`src/rtl/grid_pkg.sv`:
```
// Shared encodings for the maze grid: cell states, packet op codes, RGB332 colours and grid size.
package grid_pkg;

  localparam int unsigned GRID_ROWS = 4;
  localparam int unsigned GRID_COLS = 5;

  typedef enum logic [1:0] {
    CellUnvisited = 2'b00,
    CellVisited   = 2'b01,
    CellTreasure  = 2'b10
  } cell_e;

  typedef enum logic [1:0] {
    OpMove     = 2'b00,
    OpTreasure = 2'b01,
    OpClear    = 2'b10,
    OpRsvd     = 2'b11
  } op_e;

  localparam logic [7:0] COLOR_UNVISITED = 8'hFF;
  localparam logic [7:0] COLOR_VISITED   = 8'h1C;
  localparam logic [7:0] COLOR_TREASURE  = 8'h03;
  localparam logic [7:0] COLOR_CUR       = 8'hE0;
  localparam logic [7:0] COLOR_OFF       = 8'h00;

  function automatic logic [7:0] state_color(input cell_e s);
    case (s)
      CellUnvisited: return COLOR_UNVISITED;
      CellVisited:   return COLOR_VISITED;
      CellTreasure:  return COLOR_TREASURE;
      default:       return COLOR_OFF;
    endcase
  endfunction

endpackage

```
`src/rtl/grid_state_updater_if.sv`:
```
// Arduino packet input, colour read port and status outputs of the grid state updater.
interface grid_state_updater_if;
  logic [7:0] DATA_IN;
  logic       DATA_VALID;
  logic [2:0] RD_X;
  logic [2:0] RD_Y;
  logic [7:0] RD_COLOR;
  logic       BUSY;
  logic       ERR;
  logic       CUR_VALID;
  logic [2:0] CUR_X;
  logic [2:0] CUR_Y;
  logic [4:0] VISITED_CNT;

  modport master (
    output DATA_IN, DATA_VALID, RD_X, RD_Y,
    input  RD_COLOR, BUSY, ERR, CUR_VALID, CUR_X, CUR_Y, VISITED_CNT
  );

  modport slave (
    input  DATA_IN, DATA_VALID, RD_X, RD_Y,
    output RD_COLOR, BUSY, ERR, CUR_VALID, CUR_X, CUR_Y, VISITED_CNT
  );
endinterface

```
`src/rtl/gpio_byte_sync.sv`:
```
// Two-flop synchroniser for the Arduino byte and strobe; emits a 1-cycle strobe on the strobe rise.
module gpio_byte_sync (
  input  logic       clk,
  input  logic       rst,
  input  logic [7:0] data_in,
  input  logic       valid_in,
  output logic [7:0] byte_out,
  output logic       byte_stb
);
  logic [7:0] d1_q, d2_q;
  logic       v1_q, v2_q, v3_q;

  always_ff @(posedge clk or posedge rst) begin
    if (rst) begin
      d1_q <= '0;
      d2_q <= '0;
      v1_q <= 1'b0;
      v2_q <= 1'b0;
      v3_q <= 1'b0;
    end else begin
      d1_q <= data_in;
      d2_q <= d1_q;
      v1_q <= valid_in;
      v2_q <= v1_q;
      v3_q <= v2_q;
    end
  end

  assign byte_out = d2_q;
  assign byte_stb = v2_q & ~v3_q;
endmodule

```
`src/rtl/grid_state_updater.sv`:
```
// Maze cell-state array fed by Arduino packets, with a registered colour read port.
// Optional current-cell blink is built when CURRENT_BLINK_EN is defined.
module grid_state_updater
  import grid_pkg::*;
#(
  parameter int unsigned ROWS       = GRID_ROWS,
  parameter int unsigned COLS       = GRID_COLS,
  parameter int unsigned BLINK_HALF = 12500000
) (
  input logic                 CLOCK,
  input logic                 RESET,
  grid_state_updater_if.slave bus
);
  localparam int unsigned NCELL = ROWS * COLS;
  localparam int unsigned IW    = $clog2(NCELL);

  localparam logic [1:0] IDLE  = 2'd0;
  localparam logic [1:0] APPLY = 2'd1;
  localparam logic [1:0] CLEAR = 2'd2;

  logic [1:0]    state_q;
  logic [7:0]    pkt_q;
  cell_e         cells_q [NCELL];
  logic          cur_valid_q;
  logic [2:0]    cur_x_q, cur_y_q;
  logic [4:0]    vcnt_q;
  logic          err_q;
  logic [IW-1:0] clr_idx_q;
  logic [7:0]    rd_color_q, rd_color_d;

  logic [7:0] sync_byte;
  logic       sync_stb;

  gpio_byte_sync u_sync (
    .clk      (CLOCK),
    .rst      (RESET),
    .data_in  (bus.DATA_IN),
    .valid_in (bus.DATA_VALID),
    .byte_out (sync_byte),
    .byte_stb (sync_stb)
  );

  op_e           pkt_op;
  logic [2:0]    pkt_x, pkt_y;
  logic          pkt_in_range, apply_ok, move_ok;
  logic [IW-1:0] pkt_idx;
  cell_e         cell_old;

  assign pkt_op       = op_e'(pkt_q[7:6]);
  assign pkt_x        = pkt_q[5:3];
  assign pkt_y        = pkt_q[2:0];
  assign pkt_in_range = ({1'b0, pkt_x} < 4'(ROWS)) && ({1'b0, pkt_y} < 4'(COLS));
  assign pkt_idx      = IW'(32'(pkt_x) * COLS + 32'(pkt_y));
  assign cell_old     = pkt_in_range ? cells_q[pkt_idx] : CellUnvisited;
  assign apply_ok     = (state_q == APPLY) && pkt_in_range &&
                        ((pkt_op == OpMove) || (pkt_op == OpTreasure));
  assign move_ok      = apply_ok && (pkt_op == OpMove);

  always_ff @(posedge CLOCK or posedge RESET) begin
    if (RESET) begin
      state_q     <= IDLE;
      pkt_q       <= '0;
      cur_valid_q <= 1'b0;
      cur_x_q     <= '0;
      cur_y_q     <= '0;
      vcnt_q      <= '0;
      err_q       <= 1'b0;
      clr_idx_q   <= '0;
      for (int i = 0; i < int'(NCELL); i++) cells_q[i] <= CellUnvisited;
    end else begin
      // Any strobe that arrives while a packet or sweep is in flight is lost.
      if (sync_stb && (state_q != IDLE)) err_q <= 1'b1;
      case (state_q)
        IDLE: begin
          if (sync_stb) begin
            pkt_q   <= sync_byte;
            state_q <= APPLY;
          end
        end
        APPLY: begin
          state_q <= IDLE;
          if (apply_ok) begin
            if (pkt_op == OpTreasure) cells_q[pkt_idx] <= CellTreasure;
            else if (cell_old == CellUnvisited) cells_q[pkt_idx] <= CellVisited;
            if ((cell_old == CellUnvisited) && (vcnt_q < 5'(NCELL))) vcnt_q <= vcnt_q + 5'd1;
            if (move_ok) begin
              cur_x_q     <= pkt_x;
              cur_y_q     <= pkt_y;
              cur_valid_q <= 1'b1;
            end
          end else if (pkt_op == OpClear) begin
            state_q   <= CLEAR;
            clr_idx_q <= '0;
          end else begin
            err_q <= 1'b1;
          end
        end
        CLEAR: begin
          cells_q[clr_idx_q] <= CellUnvisited;
          if (clr_idx_q == IW'(NCELL - 1)) begin
            state_q     <= IDLE;
            vcnt_q      <= '0;
            cur_valid_q <= 1'b0;
          end else begin
            clr_idx_q <= clr_idx_q + 1'b1;
          end
        end
        default: state_q <= IDLE;
      endcase
    end
  end

  logic show_cur;

`ifdef CURRENT_BLINK_EN
  localparam int unsigned BW = $clog2(BLINK_HALF + 1);
  logic [BW-1:0] blink_cnt_q;
  logic          blink_ph_q;

  always_ff @(posedge CLOCK or posedge RESET) begin
    if (RESET) begin
      blink_cnt_q <= '0;
      blink_ph_q  <= 1'b1;
    end else if (move_ok) begin
      blink_cnt_q <= '0;
      blink_ph_q  <= 1'b1;
    end else if (blink_cnt_q == BW'(BLINK_HALF - 1)) begin
      blink_cnt_q <= '0;
      blink_ph_q  <= ~blink_ph_q;
    end else begin
      blink_cnt_q <= blink_cnt_q + 1'b1;
    end
  end

  assign show_cur = blink_ph_q;
`else
  // Always true; the term only keeps BLINK_HALF referenced in this build.
  assign show_cur = (BLINK_HALF != 0) || 1'b1;
`endif

  logic          rd_in_range, rd_is_cur;
  logic [IW-1:0] rd_idx;

  assign rd_in_range = ({1'b0, bus.RD_X} < 4'(ROWS)) && ({1'b0, bus.RD_Y} < 4'(COLS));
  assign rd_idx      = IW'(32'(bus.RD_X) * COLS + 32'(bus.RD_Y));
  assign rd_is_cur   = cur_valid_q && (bus.RD_X == cur_x_q) && (bus.RD_Y == cur_y_q);

  always_comb begin
    rd_color_d = COLOR_OFF;
    if (rd_in_range) begin
      rd_color_d = state_color(cells_q[rd_idx]);
      if (rd_is_cur && show_cur) rd_color_d = COLOR_CUR;
    end
  end

  always_ff @(posedge CLOCK or posedge RESET) begin
    if (RESET) rd_color_q <= COLOR_OFF;
    else       rd_color_q <= rd_color_d;
  end

  assign bus.RD_COLOR    = rd_color_q;
  assign bus.BUSY        = (state_q != IDLE);
  assign bus.ERR         = err_q;
  assign bus.CUR_VALID   = cur_valid_q;
  assign bus.CUR_X       = cur_x_q;
  assign bus.CUR_Y       = cur_y_q;
  assign bus.VISITED_CNT = vcnt_q;
endmodule
```
`src/flat_wrapper.sv`:
```
// flat-port wrapper written by rule: the top's interface ports become plain ports
module grid_state_updater_flat import grid_pkg::*;
#(
  parameter int unsigned ROWS       = GRID_ROWS,
  parameter int unsigned COLS       = GRID_COLS,
  parameter int unsigned BLINK_HALF = 12500000
)
  (CLOCK, RESET, bus_DATA_IN, bus_DATA_VALID, bus_RD_X, bus_RD_Y, bus_RD_COLOR, bus_BUSY, bus_ERR, bus_CUR_VALID, bus_CUR_X, bus_CUR_Y, bus_VISITED_CNT);
  grid_state_updater_if bus_i ();
  input logic CLOCK;
  input logic RESET;
  input wire logic [$bits(bus_i.DATA_IN)-1:0] bus_DATA_IN;
  input wire logic [$bits(bus_i.DATA_VALID)-1:0] bus_DATA_VALID;
  input wire logic [$bits(bus_i.RD_X)-1:0] bus_RD_X;
  input wire logic [$bits(bus_i.RD_Y)-1:0] bus_RD_Y;
  output wire logic [$bits(bus_i.RD_COLOR)-1:0] bus_RD_COLOR;
  output wire logic [$bits(bus_i.BUSY)-1:0] bus_BUSY;
  output wire logic [$bits(bus_i.ERR)-1:0] bus_ERR;
  output wire logic [$bits(bus_i.CUR_VALID)-1:0] bus_CUR_VALID;
  output wire logic [$bits(bus_i.CUR_X)-1:0] bus_CUR_X;
  output wire logic [$bits(bus_i.CUR_Y)-1:0] bus_CUR_Y;
  output wire logic [$bits(bus_i.VISITED_CNT)-1:0] bus_VISITED_CNT;
  assign bus_i.DATA_IN = bus_DATA_IN;
  assign bus_i.DATA_VALID = bus_DATA_VALID;
  assign bus_i.RD_X = bus_RD_X;
  assign bus_i.RD_Y = bus_RD_Y;
  assign bus_RD_COLOR = bus_i.RD_COLOR;
  assign bus_BUSY = bus_i.BUSY;
  assign bus_ERR = bus_i.ERR;
  assign bus_CUR_VALID = bus_i.CUR_VALID;
  assign bus_CUR_X = bus_i.CUR_X;
  assign bus_CUR_Y = bus_i.CUR_Y;
  assign bus_VISITED_CNT = bus_i.VISITED_CNT;
  grid_state_updater #(.ROWS(ROWS), .COLS(COLS), .BLINK_HALF(BLINK_HALF)) u_core (.CLOCK(CLOCK), .RESET(RESET), .bus(bus_i));
endmodule
```
`config.mk`:
```
export PLATFORM = sky130hd
export DESIGN_NAME = grid_state_updater_flat
export DESIGN_NICKNAME = d
export VERILOG_FILES = /design/src/rtl/grid_pkg.sv /design/src/rtl/grid_state_updater_if.sv /design/src/rtl/gpio_byte_sync.sv /design/src/rtl/grid_state_updater.sv /design/src/flat_wrapper.sv
export SDC_FILE = /design/constraint.sdc
export NUM_CORES = 1
export LEC_CHECK = 0
export ABC_CLOCK_PERIOD_IN_PS = 4610
export CAP_MARGIN = 0
export CORE_MARGIN = 4
export CORE_UTILIZATION = 59
export DETAILED_ROUTE_END_ITERATION = 16
export PLACE_DENSITY = 0.85
export SKIP_CTS_REPAIR_TIMING = 1
export SYNTH_ARGS = -nofsm -noshare
export SYNTH_HDL_FRONTEND = slang
export SYNTH_SLANG_ARGS = --single-unit
```
`constraint.sdc`:
```
create_clock -name CLOCK -period 4.61 [get_ports CLOCK]
set_input_delay 0.922 -clock CLOCK [delete_from_list [all_inputs] [get_ports CLOCK]]
set_output_delay 0.922 -clock CLOCK [all_outputs]
set_load 0.01 [all_outputs]
```
==> results.toml <==
# yosys + openroad results
[synth]
topCombFamilyByArea = "AND-OR/OR-AND gates"
mux_area_share_pct = 10.91
post_synth_xor_area_fraction_pct = 2.658
post-synth-top-area-fraction_pct = 45.56
synth_adder_area_share_pct = 6.884
ys_sh_aoi_pct = 16.78
yosysCellCount = 463

[worst_setup_path]
worstPathArrival_ns = 4.13
crit_path_max_fo = 31
critPathCaptureType = "flip-flop"
critical_path.cell_chain = "ha_1, ha_1, inv_1, fa_1, nor2b_1, o21ai_0, and4_1, a22oi_1, o2111ai_1, buf_4, or2_2, a22o_1"

[sta]
fin_skew_ns = 0.01701
finalSetupViolations = 0
min_period_over_period_pct = 83.97
grt_setup_unrepaired = "no"
finalCriticalPeriod_ns = 3.871
final-max-slew-violation-count = 0

[placement]
hpwl_um = 9125
dp_worst_setup_slack_ns = 0.5995
io_buffer_count = 38
cell_area_after_placement_sq_mm = 0.005353
placed_cells = 584

[outcome]
status = "completed"

[clock_network]
cts_max_path_buffers = 2

[global_routing]
number_of_global_route_vias_before_repair = 4053
grt_max_degree = 62

[detailed_routing]
drt-initial-drc-count = 381
detail_route.first_pass.iterations = 6

[finish]
final-instance-count-excl-fill = 600
==> cell usage in the layout, fill, tap and decap left out, types with 8 or more instances in the layout <==
master                            netlist  layout
sky130_fd_sc_hd__nand2_1               29      29
sky130_fd_sc_hd__nand3_1               10      10
sky130_fd_sc_hd__clkdlybuf4s50_1        0      38
sky130_fd_sc_hd__ha_1                  24      24
sky130_fd_sc_hd__nor3_1                12      12
sky130_fd_sc_hd__o21ai_0               46      46
sky130_fd_sc_hd__clkbuf_8               0       9
sky130_fd_sc_hd__nor2_1                34      34
sky130_fd_sc_hd__o31ai_1               15      15
sky130_fd_sc_hd__nand2b_1              11      11
sky130_fd_sc_hd__inv_1                 17      16
sky130_fd_sc_hd__xor2_1                 8       8
sky130_fd_sc_hd__a22oi_1                9       9
sky130_fd_sc_hd__mux2_2                13      13
sky130_fd_sc_hd__dfrtp_1               90      90
sky130_fd_sc_hd__mux4_2                17      17
sky130_fd_sc_hd__a21oi_1               15      15
==> area by class of cell <==
| cell class | instances | area [sq um] |
|---|---|---|
| inverter | 17 | 65.06 |
| sequential | 90 | 2252 |
| clock inverter | 6 | 96.34 |
| clock buffer | 10 | 127.6 |
| fill | 595 | 2599 |
| multi-input combinational | 331 | 2501 |
| timing repair buffer | 41 | 402.9 |
| tap | 105 | 131.4 |
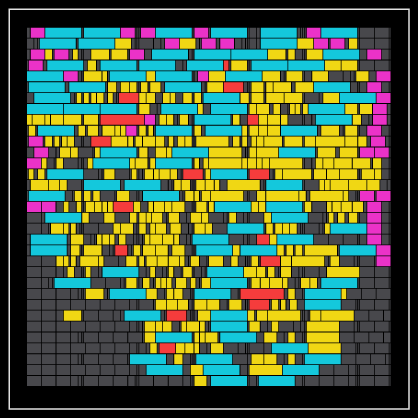
placement_by_type.png
Scale: 4 px per um. Fill, decap, tap and diode cells in grey.
legend:
  red:
    class: clock drivers and dummy loads
    cells: 16
    share_of_their_area: 4.1%
  cyan:
    class: flops
    cells: 90
    share_of_their_area: 41%
  magenta:
    class: other buffers and delay cells
    cells: 41
    share_of_their_area: 7.4%
  yellow:
    class: combinational and other logic
    cells: 348
    share_of_their_area: 47%
Std-Cell Core Area: 0.008175 sq mm
register fraction of the total cell area: 40.39%
final core occ: 68.21%
number of cell rows: 33

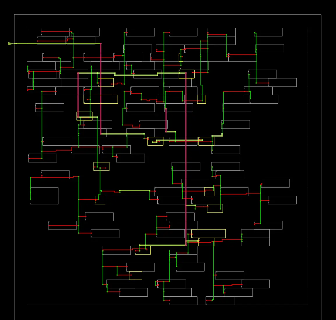
clocks.png
number of clock buffers in the layout: 10
flop count: 90
TritonCTS buffer count: 9

